### src/rtl/nibble_fifo_ctrl.sv
// Asymmetric FIFO controller: byte writes on RAM port B, nibble reads on RAM port A.
// Define NIBBLE_FIFO_PARITY_GEN_EN to drive odd parity over each written byte onto ram_dipb.
module nibble_fifo_ctrl #(
  parameter int unsigned BYTE_AW = 11,
  parameter int unsigned NIB_AW  = 12,
  parameter int unsigned LVL_W   = 13
) (
  input  logic               clk,
  input  logic               reset,
  input  logic               wr_en,
  input  logic [7:0]         wr_data,
  output logic               wr_ready,
  input  logic               rd_en,
  output logic [3:0]         rd_data,
  output logic               rd_valid,
  output logic               empty,
  output logic [LVL_W-1:0]   level,
  output logic               overflow,
  output logic               underflow,
  output logic [BYTE_AW-1:0] ram_addrb,
  output logic [7:0]         ram_dib,
  output logic               ram_dipb,
  output logic               ram_enb,
  output logic               ram_web,
  output logic [NIB_AW-1:0]  ram_addra,
  output logic               ram_ena,
  output logic               ram_wea,
  input  logic [3:0]         ram_doa
);

  // Largest level that still has room for a whole byte (two nibbles).
  localparam logic [LVL_W-1:0] WrLimit = LVL_W'((1 << NIB_AW) - 2);

  logic [BYTE_AW-1:0] wr_ptr_q, wr_ptr_d;
  logic [NIB_AW-1:0]  rd_ptr_q, rd_ptr_d;
  logic [LVL_W-1:0]   level_q, level_d;
  logic               rd_valid_q, overflow_q, underflow_q;
  logic               wr_acc, rd_acc;

  always_comb begin
    empty    = (level_q == '0);
    wr_ready = (level_q <= WrLimit) & ~reset;
    wr_acc   = wr_en & wr_ready;
    rd_acc   = rd_en & ~empty & ~reset;
  end

  always_comb begin
    wr_ptr_d = wr_ptr_q;
    rd_ptr_d = rd_ptr_q;
    level_d  = level_q;
    if (wr_acc) begin
      wr_ptr_d = wr_ptr_q + BYTE_AW'(1);
      level_d  = level_d + LVL_W'(2);
    end
    if (rd_acc) begin
      rd_ptr_d = rd_ptr_q + NIB_AW'(1);
      level_d  = level_d - LVL_W'(1);
    end
  end

  always_ff @(posedge clk) begin
    if (reset) begin
      wr_ptr_q    <= '0;
      rd_ptr_q    <= '0;
      level_q     <= '0;
      rd_valid_q  <= 1'b0;
      overflow_q  <= 1'b0;
      underflow_q <= 1'b0;
    end else begin
      wr_ptr_q    <= wr_ptr_d;
      rd_ptr_q    <= rd_ptr_d;
      level_q     <= level_d;
      rd_valid_q  <= rd_acc;
      overflow_q  <= overflow_q | (wr_en & ~wr_ready);
      underflow_q <= underflow_q | (rd_en & empty);
    end
  end

  always_comb begin
    level     = level_q;
    rd_valid  = rd_valid_q;
    overflow  = overflow_q;
    underflow = underflow_q;
    // RAM holds its output while ram_ena is low, so rd_data stays stable between reads.
    rd_data   = ram_doa;
    ram_addrb = wr_ptr_q;
    ram_dib   = wr_data;
    ram_enb   = wr_acc;
    ram_web   = wr_acc;
    ram_addra = rd_ptr_q;
    ram_ena   = rd_acc;
    ram_wea   = 1'b0;
`ifdef NIBBLE_FIFO_PARITY_GEN_EN
    ram_dipb  = ~^wr_data;
`else
    ram_dipb  = 1'b0;
`endif
  end

endmodule
### config.mk
export PLATFORM = sky130hd
export DESIGN_NAME = nibble_fifo_ctrl
export DESIGN_NICKNAME = d
export VERILOG_FILES = /design/src/rtl/nibble_fifo_ctrl.sv
export SDC_FILE = /design/constraint.sdc
export NUM_CORES = 1
export LEC_CHECK = 0
export CORE_MARGIN = 4
export CORE_UTILIZATION = 40
export DETAILED_ROUTE_END_ITERATION = 10
export GPL_TIMING_DRIVEN = 0
export PLACE_DENSITY = 0.76
export SYNTH_ARGS = -nofsm -noshare
export SYNTH_HDL_FRONTEND = slang
export SYNTH_SLANG_ARGS = --single-unit
### constraint.sdc
create_clock -name clk -period 3.3 [get_ports clk]
set_clock_uncertainty 0.1 [all_clocks]
set_input_delay 0.66 -clock clk [delete_from_list [all_inputs] [get_ports clk]]
set_output_delay 0.66 -clock clk [all_outputs]
set_load 0.05 [all_outputs]
Figure 1. Where the registers sit.
The bar under the picture is 20 um long. Other sequential cells in the stronger gray, the rest of the logic in the fainter gray.
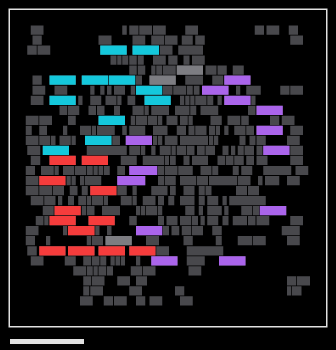
- red: `ram_addra` (sequential cells 12)
- cyan: `ram_addrb` (sequential cells 11)
- purple: `level` (sequential cells 13)
- not colored: 3

Figure 2. Logic cells by family.
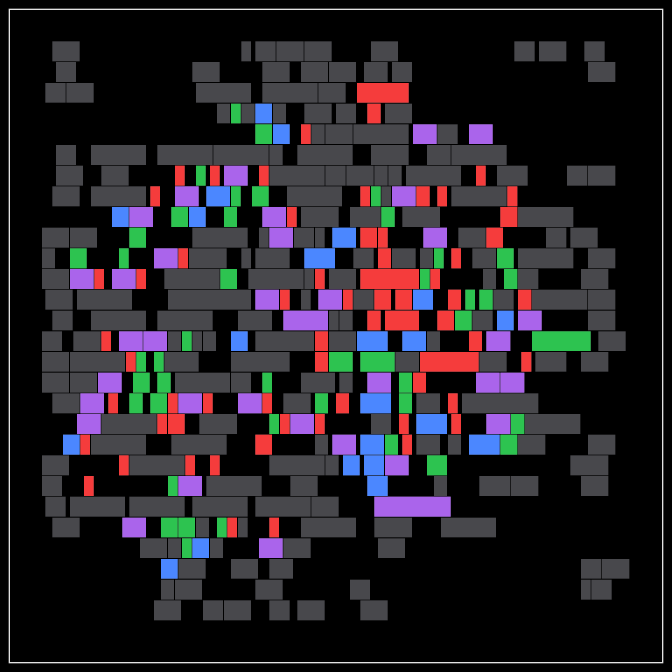
- green: NAND gates (cells 44; most used nand2_1)
- blue: AND and OR gates (cells 22; most used or3_1; where center)
- purple: XOR/XNOR gates (cells 35; most used xor2_1)
- red: NOR gates (cells 63; most used nor2_1)
combinational share of cell area: 44.2%
highest-count logic cell in the final layout: sky130_fd_sc_hd__clkdlybuf4s50_1

==> flow_summary.toml <==
# physical design summary
[power_and_ir_drop]
pwr_density_cell_mw_per_mm2 = 785
p_leak_uw = 0.00122

[setup_path]
worstReg2RegEnd = "level[10]$_SDFF_PP0_"
worstReg2RegStart = "level[1]$_SDFF_PP0_"
path_max_fanout = 10
cp-start-kind = "primary input"
timing.critical_path.from = "reset"
crit_end = "wr_ready"

[synthesis]
ys.warnings.count = 0
yosysChipArea_sq_mm = 0.00241
ys_types = 55
xor_xnor_cells_area_fraction_pct = 13.5
syn_area_sq_mm = 0.00241
synthTopLogicFamily = "simple AND/OR/NAND/NOR gates"
async_flop_share_pct = 0
ys_sh_aoi_pct = 10.7
top_cells_by_count = "sky130_fd_sc_hd__nor2_1, sky130_fd_sc_hd__dfxtp_1, sky130_fd_sc_hd__xor2_1, sky130_fd_sc_hd__buf_4, sky130_fd_sc_hd__nand2_1"
yosys_register_bits = 39
synth-edff-count = 0
post-synth-top-area-fraction_pct = 32.3
ys_dominant_reg_cell = "sky130_fd_sc_hd__dfxtp_1"
muxShareOfSynthArea_pct = 1.71

[clocking]
clock_sink_count = 39
clock_tree_from_tritoncts = "yes"
root_buffer = "sky130_fd_sc_hd__clkbuf_8"
worst_skew_pair.late_latency_ns = 0.29
cts_setup_buffers = 0
cts_made_buffers = 5
cts.clk_slew.worst_paths_ns = 0.08
cts-root-to-sink-buffers = 2

[finish]
n_fill_cell = 537
nets = 371
ant_diodes = 0
layout.cells.non_filler = 427
post_route_cells_drive_above_1_share_pct = 17.3

[routing]
routed_antenna_nets = 0
drt-met1-wl_um = 2580
top_layer_used = "met4"
detailedRoute.firstIterationViolations = 162
wl_per_cell_um = 14.1

[die]
die_w_um = 85.7
floorplan.die_area_sq_mm = 0.00734
die-height_um = 85.7

[timing]
setup-tns-final_ns = 0
final_min_period_over_clock_period_pct = 95.5
finalHoldViolations = 0
hold_ws_ns = 0.369
setup_ws_post_layout_ns = 0.148
max_freq_ghz = 0.317
finalWorstPathRequiredPeriod_ns = 3.15
worstMarginPinSlew_ns = 0.529
finalMaxSlewViolations = 0
rsz_0062_raised_after_global_routing = "no"

[job]
tool_warnings = 26
max_cap_violations = 0

[grt]
grt_util_all_layers_pct = 16.4
busiest_layer = "met2"
globalRouteMet3Util_pct = 3.36
antenna_violations_before_repair = 0
first_pass_grt_wire_length_um = 9910
groute.layer.met2.usage_pct = 27.2

[min_path]
min_delay_startpoint = "overflow$_SDFF_PP0_"
worstHoldPathCells = 2
min-delay-path-class = "reg2reg"

[placement]
place.detailed.instances = 416
place.port_buffers = 59
dp_hpwl_um = 4480
dpl_worst_slack_ns = -0.379

[run_status]
outcome = "completed"
Figure 3. Routed clock nets over the placement.
The bar under the picture is 20 um long.
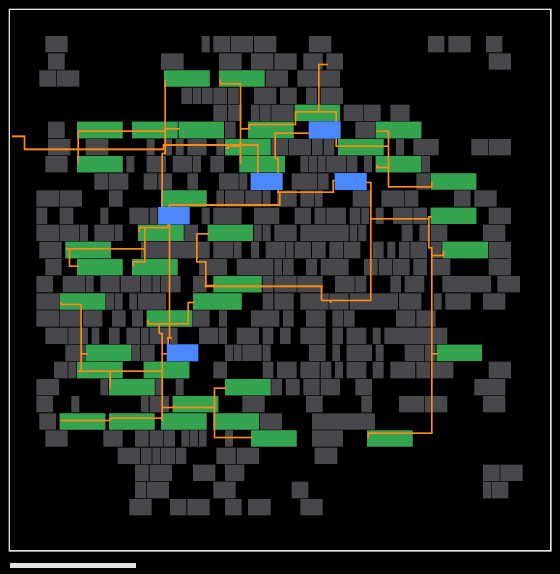
- green: flip-flops (count 39)
- orange: clock wires (length 503 um)
- blue: clock drivers (count 5)
- routed clock nets: 6

Figure 4. Cell classes on the final placement.
The bar under the picture is 20 um long.
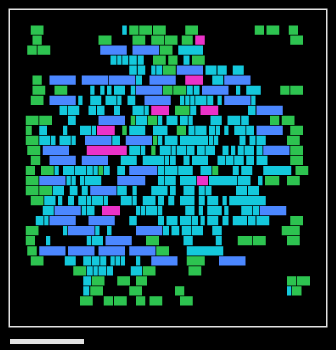
- green: other buffers and delay cells (cells 90; share of their area 26%)
- cyan: combinational and other logic (cells 215; share of their area 46%)
- magenta: clock drivers and dummy loads (cells 8; share of their area 3.6%)
- blue: flops (cells 39; share of their area 25%)
fraction of standard cell area that is sequential: 24.0%
core box area: 0.00589 sq mm
post-route standard cell area excluding fillers: 0.00327 sq mm
final core utilization: 55.5%
Std-Cell Rows: 28

## worst max-delay path, cell delays in order
cell	delay (ns)
sky130_fd_sc_hd__clkdlybuf4s50_1	0.49
sky130_fd_sc_hd__buf_6	0.19
sky130_fd_sc_hd__clkbuf_1	0.26
sky130_fd_sc_hd__nor3_1	0.23
sky130_fd_sc_hd__dlygate4sd2_1	0.55
## sequential cells by signal, summed over array words and instances (netlist names)
signal,count
underflow,1
ram_addra,12
overflow,1
level,13
ram_addrb,11
rd_valid,1
## cell usage in the layout, fill, tap and decap left out, types with 10 or more instances in the layout
| master | synthesis | layout |
|---|---|---|
| sky130_fd_sc_hd__xnor2_1 | 14 | 13 |
| sky130_fd_sc_hd__dfxtp_1 | 39 | 37 |
| sky130_fd_sc_hd__buf_4 | 17 | 21 |
| sky130_fd_sc_hd__nor2_1 | 42 | 40 |
| sky130_fd_sc_hd__nand2_1 | 16 | 16 |
| sky130_fd_sc_hd__o21ai_0 | 10 | 10 |
| sky130_fd_sc_hd__clkdlybuf4s50_1 | 0 | 55 |
| sky130_fd_sc_hd__nor3_1 | 11 | 11 |
| sky130_fd_sc_hd__nand3_1 | 11 | 11 |
| sky130_fd_sc_hd__xor2_1 | 20 | 20 |
| sky130_fd_sc_hd__a21oi_1 | 11 | 11 |
| sky130_fd_sc_hd__nand4_1 | 10 | 10 |
## power by group
group | internal [uW] | switching, uW
registers | 560 | 124
logic | 541 | 928
clock network | 228 | 184
## final cells by class
cell class                 count  area, sq um  area share (%)
multi-input combinational    211         1440            44.2
sequential                    39          783            24.0
timing repair buffer          62          603            18.5
buffer                        28          213            6.51
tap                           75         93.8            2.87
clock buffer                   5         68.8            2.11
clock inverter                 3         46.3            1.42
inverter                       4         15.0           0.460
Power is estimated from default activity; no workload was simulated.
